===== src/rtl/apb_cfg_sequencer.sv =====
//==============================================================================
// Module      : apb_cfg_sequencer
// Description : Command-FIFO driven APB master (WRITE / READ / POLL-until-set).
// Revision    : 1.0 - initial release
//==============================================================================
`default_nettype none

`ifndef REG_ADDRWIDTH
`define REG_ADDRWIDTH 16
`endif
`ifndef REG_DATAWIDTH
`define REG_DATAWIDTH 32
`endif

module apb_cfg_sequencer #(
  parameter int ADDR_W   = `REG_ADDRWIDTH,
  parameter int DATA_W   = `REG_DATAWIDTH,
  parameter int DEPTH    = 8,
  parameter int POLL_MAX = 1024
) (
  input  logic              clk,
  input  logic              reset,
  input  logic              cmd_valid,
  output logic              cmd_ready,
  input  logic [1:0]        cmd_op,
  input  logic [ADDR_W-1:0] cmd_addr,
  input  logic [DATA_W-1:0] cmd_data,
  input  logic              start,
  output logic              busy,
  output logic              done,
  output logic              err,
  output logic              rd_valid,
  output logic [DATA_W-1:0] rd_data,
  output logic [ADDR_W-1:0] PADDR,
  output logic              PWRITE,
  output logic              PSEL,
  output logic              PENABLE,
  output logic [DATA_W-1:0] PWDATA,
  input  logic [DATA_W-1:0] PRDATA,
  input  logic              PREADY
);

  localparam int PTR_W = $clog2(DEPTH);
  localparam int CNT_W = PTR_W + 1;
  localparam int PC_W  = $clog2(POLL_MAX + 1);

  localparam logic [1:0] C_OP_WRITE = 2'b00;
  localparam logic [1:0] C_OP_READ  = 2'b01;
  localparam logic [1:0] C_OP_POLL  = 2'b10;

  typedef enum logic [2:0] {
    S_IDLE   = 3'd0,
    S_SETUP  = 3'd1,
    S_ACCESS = 3'd2,
    S_GAP    = 3'd3,
    S_FIN    = 3'd4
  } state_t;

  state_t state_q, state_d;

  logic [1:0]        op_mem   [DEPTH];
  logic [ADDR_W-1:0] addr_mem [DEPTH];
  logic [DATA_W-1:0] data_mem [DEPTH];

  logic [PTR_W-1:0]  wr_ptr_q, rd_ptr_q;
  logic [CNT_W-1:0]  count_q;
  logic [PC_W-1:0]   poll_cnt_q, poll_cnt_d;
  logic              err_q, err_d;
  logic              rd_valid_q;
  logic [DATA_W-1:0] rd_data_q;

  logic              w_empty, w_full, w_push, w_pop, w_flush, w_capture, w_active;
  logic [1:0]        w_head_op;
  logic [ADDR_W-1:0] w_head_addr;
  logic [DATA_W-1:0] w_head_data;

  assign w_empty     = (count_q == '0);
  assign w_full      = (count_q == CNT_W'(DEPTH));
  assign busy        = (state_q != S_IDLE);
  assign cmd_ready   = ~w_full & ~busy;
  assign w_push      = cmd_valid & cmd_ready;
  assign w_head_op   = op_mem[rd_ptr_q];
  assign w_head_addr = addr_mem[rd_ptr_q];
  assign w_head_data = data_mem[rd_ptr_q];

  always_ff @(posedge clk) begin
    if (w_push) begin
      op_mem[wr_ptr_q]   <= cmd_op;
      addr_mem[wr_ptr_q] <= cmd_addr;
      data_mem[wr_ptr_q] <= cmd_data;
    end
  end

  // Push and pop are mutually exclusive: pushes are only accepted while idle.
  always_ff @(posedge clk or posedge reset) begin
    if (reset) begin
      wr_ptr_q <= '0;
      rd_ptr_q <= '0;
      count_q  <= '0;
    end else if (w_flush) begin
      rd_ptr_q <= wr_ptr_q;
      count_q  <= '0;
    end else if (w_push) begin
      wr_ptr_q <= wr_ptr_q + PTR_W'(1);
      count_q  <= count_q + CNT_W'(1);
    end else if (w_pop) begin
      rd_ptr_q <= rd_ptr_q + PTR_W'(1);
      count_q  <= count_q - CNT_W'(1);
    end
  end

  always_comb begin
    state_d    = state_q;
    poll_cnt_d = poll_cnt_q;
    err_d      = err_q;
    w_pop      = 1'b0;
    w_flush    = 1'b0;
    w_capture  = 1'b0;
    case (state_q)
      S_IDLE: begin
        if (start) begin
          err_d      = 1'b0;
          poll_cnt_d = '0;
          state_d    = w_empty ? S_FIN : S_SETUP;
        end
      end
      S_SETUP: state_d = S_ACCESS;
      S_ACCESS: begin
        if (PREADY) begin
          state_d = S_GAP;
          if (w_head_op == C_OP_POLL) begin
            if ((PRDATA & w_head_data) != '0) begin
              w_pop      = 1'b1;
              poll_cnt_d = '0;
            end else if (poll_cnt_q == PC_W'(POLL_MAX - 1)) begin
              err_d      = 1'b1;
              w_flush    = 1'b1;
              poll_cnt_d = '0;
              state_d    = S_FIN;
            end else begin
              poll_cnt_d = poll_cnt_q + PC_W'(1);
            end
          end else begin
            w_pop     = 1'b1;
            w_capture = (w_head_op == C_OP_READ);
          end
        end
      end
      S_GAP:   state_d = w_empty ? S_FIN : S_SETUP;
      S_FIN:   state_d = S_IDLE;
      default: state_d = S_IDLE;
    endcase
  end

  always_ff @(posedge clk or posedge reset) begin
    if (reset) begin
      state_q    <= S_IDLE;
      poll_cnt_q <= '0;
      err_q      <= 1'b0;
      rd_valid_q <= 1'b0;
      rd_data_q  <= '0;
    end else begin
      state_q    <= state_d;
      poll_cnt_q <= poll_cnt_d;
      err_q      <= err_d;
      rd_valid_q <= w_capture;
      if (w_capture) rd_data_q <= PRDATA;
    end
  end

  // APB outputs decode straight from state so an async reset drops them at once.
  assign w_active = (state_q == S_SETUP) || (state_q == S_ACCESS);
  assign PSEL     = w_active;
  assign PENABLE  = (state_q == S_ACCESS);
  assign PADDR    = w_active ? w_head_addr : '0;
  assign PWRITE   = w_active && (w_head_op == C_OP_WRITE);
  assign PWDATA   = (w_active && (w_head_op == C_OP_WRITE)) ? w_head_data : '0;
  assign done     = (state_q == S_FIN);
  assign err      = err_q;
  assign rd_valid = rd_valid_q;
  assign rd_data  = rd_data_q;

endmodule

`default_nettype wire


===== config.mk =====
export PLATFORM = sky130hd
export DESIGN_NAME = apb_cfg_sequencer
export DESIGN_NICKNAME = d
export VERILOG_FILES = /design/src/rtl/apb_cfg_sequencer.sv
export SDC_FILE = /design/constraint.sdc
export NUM_CORES = 1
export LEC_CHECK = 0
export ABC_AREA = 1
export ABC_CLOCK_PERIOD_IN_PS = 6670
export CELL_PAD_IN_SITES_DETAIL_PLACEMENT = 1
export CELL_PAD_IN_SITES_GLOBAL_PLACEMENT = 2
export CORE_MARGIN = 3
export CORE_UTILIZATION = 38
export CTS_CLUSTER_DIAMETER = 100
export DETAILED_ROUTE_END_ITERATION = 7
export PLACE_DENSITY_LB_ADDON = 0.1
export SLEW_MARGIN = 20
export SYNTH_ARGS = -nofsm -noshare
export SYNTH_HDL_FRONTEND = slang
export SYNTH_SLANG_ARGS = --single-unit

===== constraint.sdc =====
create_clock -name clk -period 6.67 [get_ports clk]
set_input_delay 0.667 -clock clk [delete_from_list [all_inputs] [get_ports clk]]
set_output_delay 0.667 -clock clk [all_outputs]
set_load 0.01 [all_outputs]

**Run 1: clock distribution**

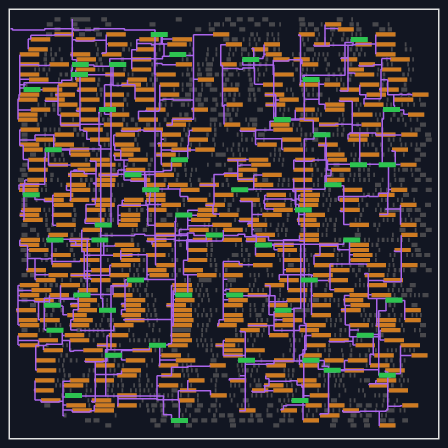
cells driving clock nets: in green, count 50. clock wires: in purple, length 6140 um. flip-flops: in orange, count 458.
Position of the flops: all over the die.
Clk pwr share: 27.9%
Setup Skew: 11.45 ps
clock group power: 2.74 mW
clock insertion delay at the later pin of the skew report: 590 ps

**Run 1: cell outlines without signal wires**

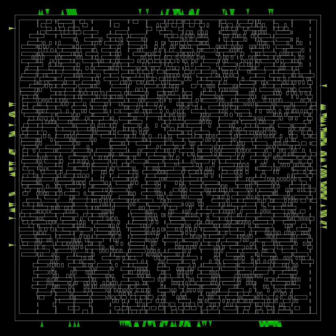
share of cell area taken by flip-flops and latches: 57.50%
total number of placement rows: 82
final std cells w/o fill: 2720
filler cell count: 5436

**Run 1: cells colored by class**

The bar under the picture is 50 um long.
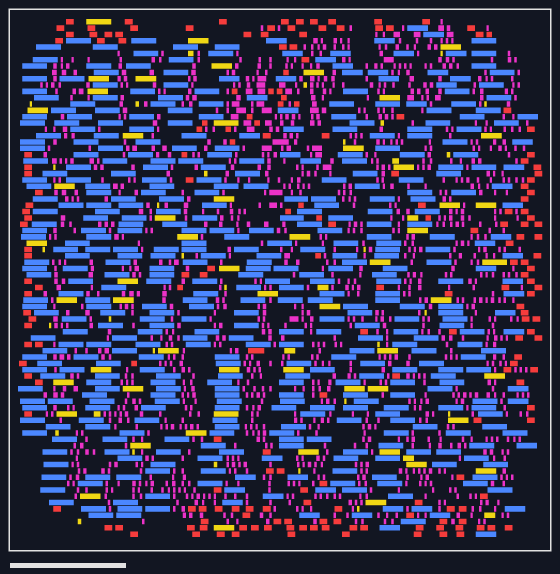
flip-flops: in blue, cells 458. other buffers and delay cells: in red, cells 197. all other logic: in magenta, cells 1302. clock drivers and dummy loads: in yellow, cells 91.
floorplan core area: 50380 um^2
post-layout instance area: 23430 um^2
Post-Route Utilization: 46.51%

==> summary.txt, run 1 <==
Numbers from the implementation run.

The DRC violations left is 0. The post-placement cell area is 21820 um^2. Leaving out the clock tree, the finished layout contains a buffer count of 197.

The start point of the critical path is rd_ptr_q[1]$_DFFE_PP0P_. In the detailed route, the total length drawn on met3 is 2181 um. The post-detailed-routing wire length is 56160 um. For this run, the detailed router's first-pass iteration total came to 5. After Yosys synthesis, AND-OR and OR-AND compound gates account for 4.659% of the synthesized area. The flow inserted 672 tap cells.

The dominant kind of combinational cell is simple AND/OR/NAND/NOR gates. Max-slew check failures listed in the final report amount to 0. After layout, the design draws a total of 9.806 mW.

The highest ir drop seen on vdd is 0.0002338 V. The worst-case reg-to-reg setup slack stands at 2260 ps. The switching share of power is 36.47%. The flow ran to the end, and the final reports show no timing, DRC or antenna violations. Counting distinct cell types in the post-synthesis netlist gives 32. For this run, the leading register cell type out of synthesis is edfxtp_1. The final layout contains 2102 nets. The final setup violation count is 0. The die area is 53910 um^2. The number of antenna violations at the first check in global routing came to 2. The area fraction in mux cells is 0%.

Sorting the synthesized cells by how often they occur yields nand2_1, edfxtp_1, nor2_1. Per the synthesis report, the XOR/XNOR share of the synthesized area is 0.4054%. The share of total power dissipated in sequential elements is 37.6%.

The synthesized instance count is 1849. In the post-synthesis netlist, the cell with the most instances is nand2_1. Setup repair after global routing left no endpoint under its margin.

The smallest setup slack after layout is 1581 ps. The tally of buffers added on design ports is 174. Summed over all nets, the half-perimeter wirelength after detailed placement is 32770 um.
==> run 1 -> run 2 <==
--- a/config.mk
+++ b/config.mk
@@ -6,7 +6,7 @@
 export NUM_CORES = 1
 export LEC_CHECK = 0
 export ABC_AREA = 1
-export ABC_CLOCK_PERIOD_IN_PS = 6670
+export ABC_CLOCK_PERIOD_IN_PS = 5200
 export CELL_PAD_IN_SITES_DETAIL_PLACEMENT = 1
 export CELL_PAD_IN_SITES_GLOBAL_PLACEMENT = 2
 export CORE_MARGIN = 3
==> constraint.sdc (replaced) <==
create_clock -name clk -period 5.2 [get_ports clk]
set_input_delay 0.52 -clock clk [delete_from_list [all_inputs] [get_ports clk]]
set_output_delay 0.52 -clock clk [all_outputs]
set_load 0.01 [all_outputs]
**Run 2: cell outlines without signal wires**

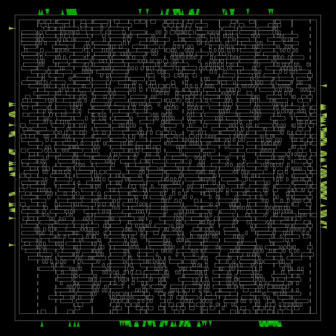
count of sequential standard cells: 458
share of cell area taken by flip-flops and latches: 57.60%

**Run 2: clock distribution**

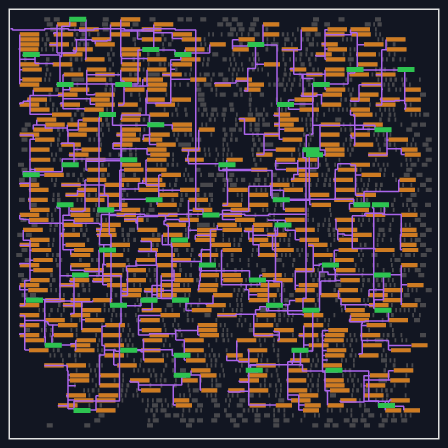
cells driving clock nets: in green, count 51. clock wires: in purple, length 5950 um. flip-flops: in orange, count 458.
Position of the flops: all over the die. There are 52 routed clock nets.

==> run 2 against run 1 <==
Area after synthesis did not move; highest routed layer unchanged; sequential share of layout area rose by 0.10 points; sequential power rose by 26%; clock skew rose by 5.8 ps; cell area fell by 0.18%; synthesized cell count did not move.
==> summary.txt, run 2 <==
Numbers from the implementation run.

The flow ran to the end, and the final reports show no timing, DRC or antenna violations. The core utilization of the finished layout is 46.42%. For this run, the leading register cell type out of synthesis is edfxtp_1.

The XOR/XNOR share of the synthesized area is 0.4054%. The smallest setup slack after layout is 499.0 ps. The die area is 53910 um^2. The launch point of the critical path was reported as rd_ptr_q[0]$_DFFE_PP0P_.

The clock skew is 17.21 ps. The highest ir drop seen on vdd is 0.0004085 V. The tally of buffers added on design ports is 174.

The number of buffers outside the clock class in the layout is 199. Pins over their slew limit in the final report were tallied at 0. The wire length recorded after detailed routing is 56430 um. The post-placement cell area is 21880 um^2. The detailed router reports a met3 wire length of 2137 um. The number of antenna violations at the first check in global routing came to 2.

The placed wire-length estimate after detailed placement is 32580 um. The number of standard cells in the final layout excluding fillers is 2724. Per the layout report, the design carries 5500 filler cells. The DRC violations left is 0. According to the floorplan log, the row count is 82. Setup repair after global routing left no endpoint under its margin. The synthesized instance count is 1849. Net switching is 36.80% of the power. The region available for standard cell placement spans 50380 um^2. The clock network latency to the later pin of the worst-skew pair is 580 ps.

The flow reports power dissipated in the clock network as 3.28 mW. The clock network burns 26.5% of the power. The timing report gives the worst reg2reg path a setup slack of 1150 ps.

The overall power consumption is 12.38 mW. The synthesis stats list as the most numerous cell nand2_1.
Power is estimated from default activity; no workload was simulated.
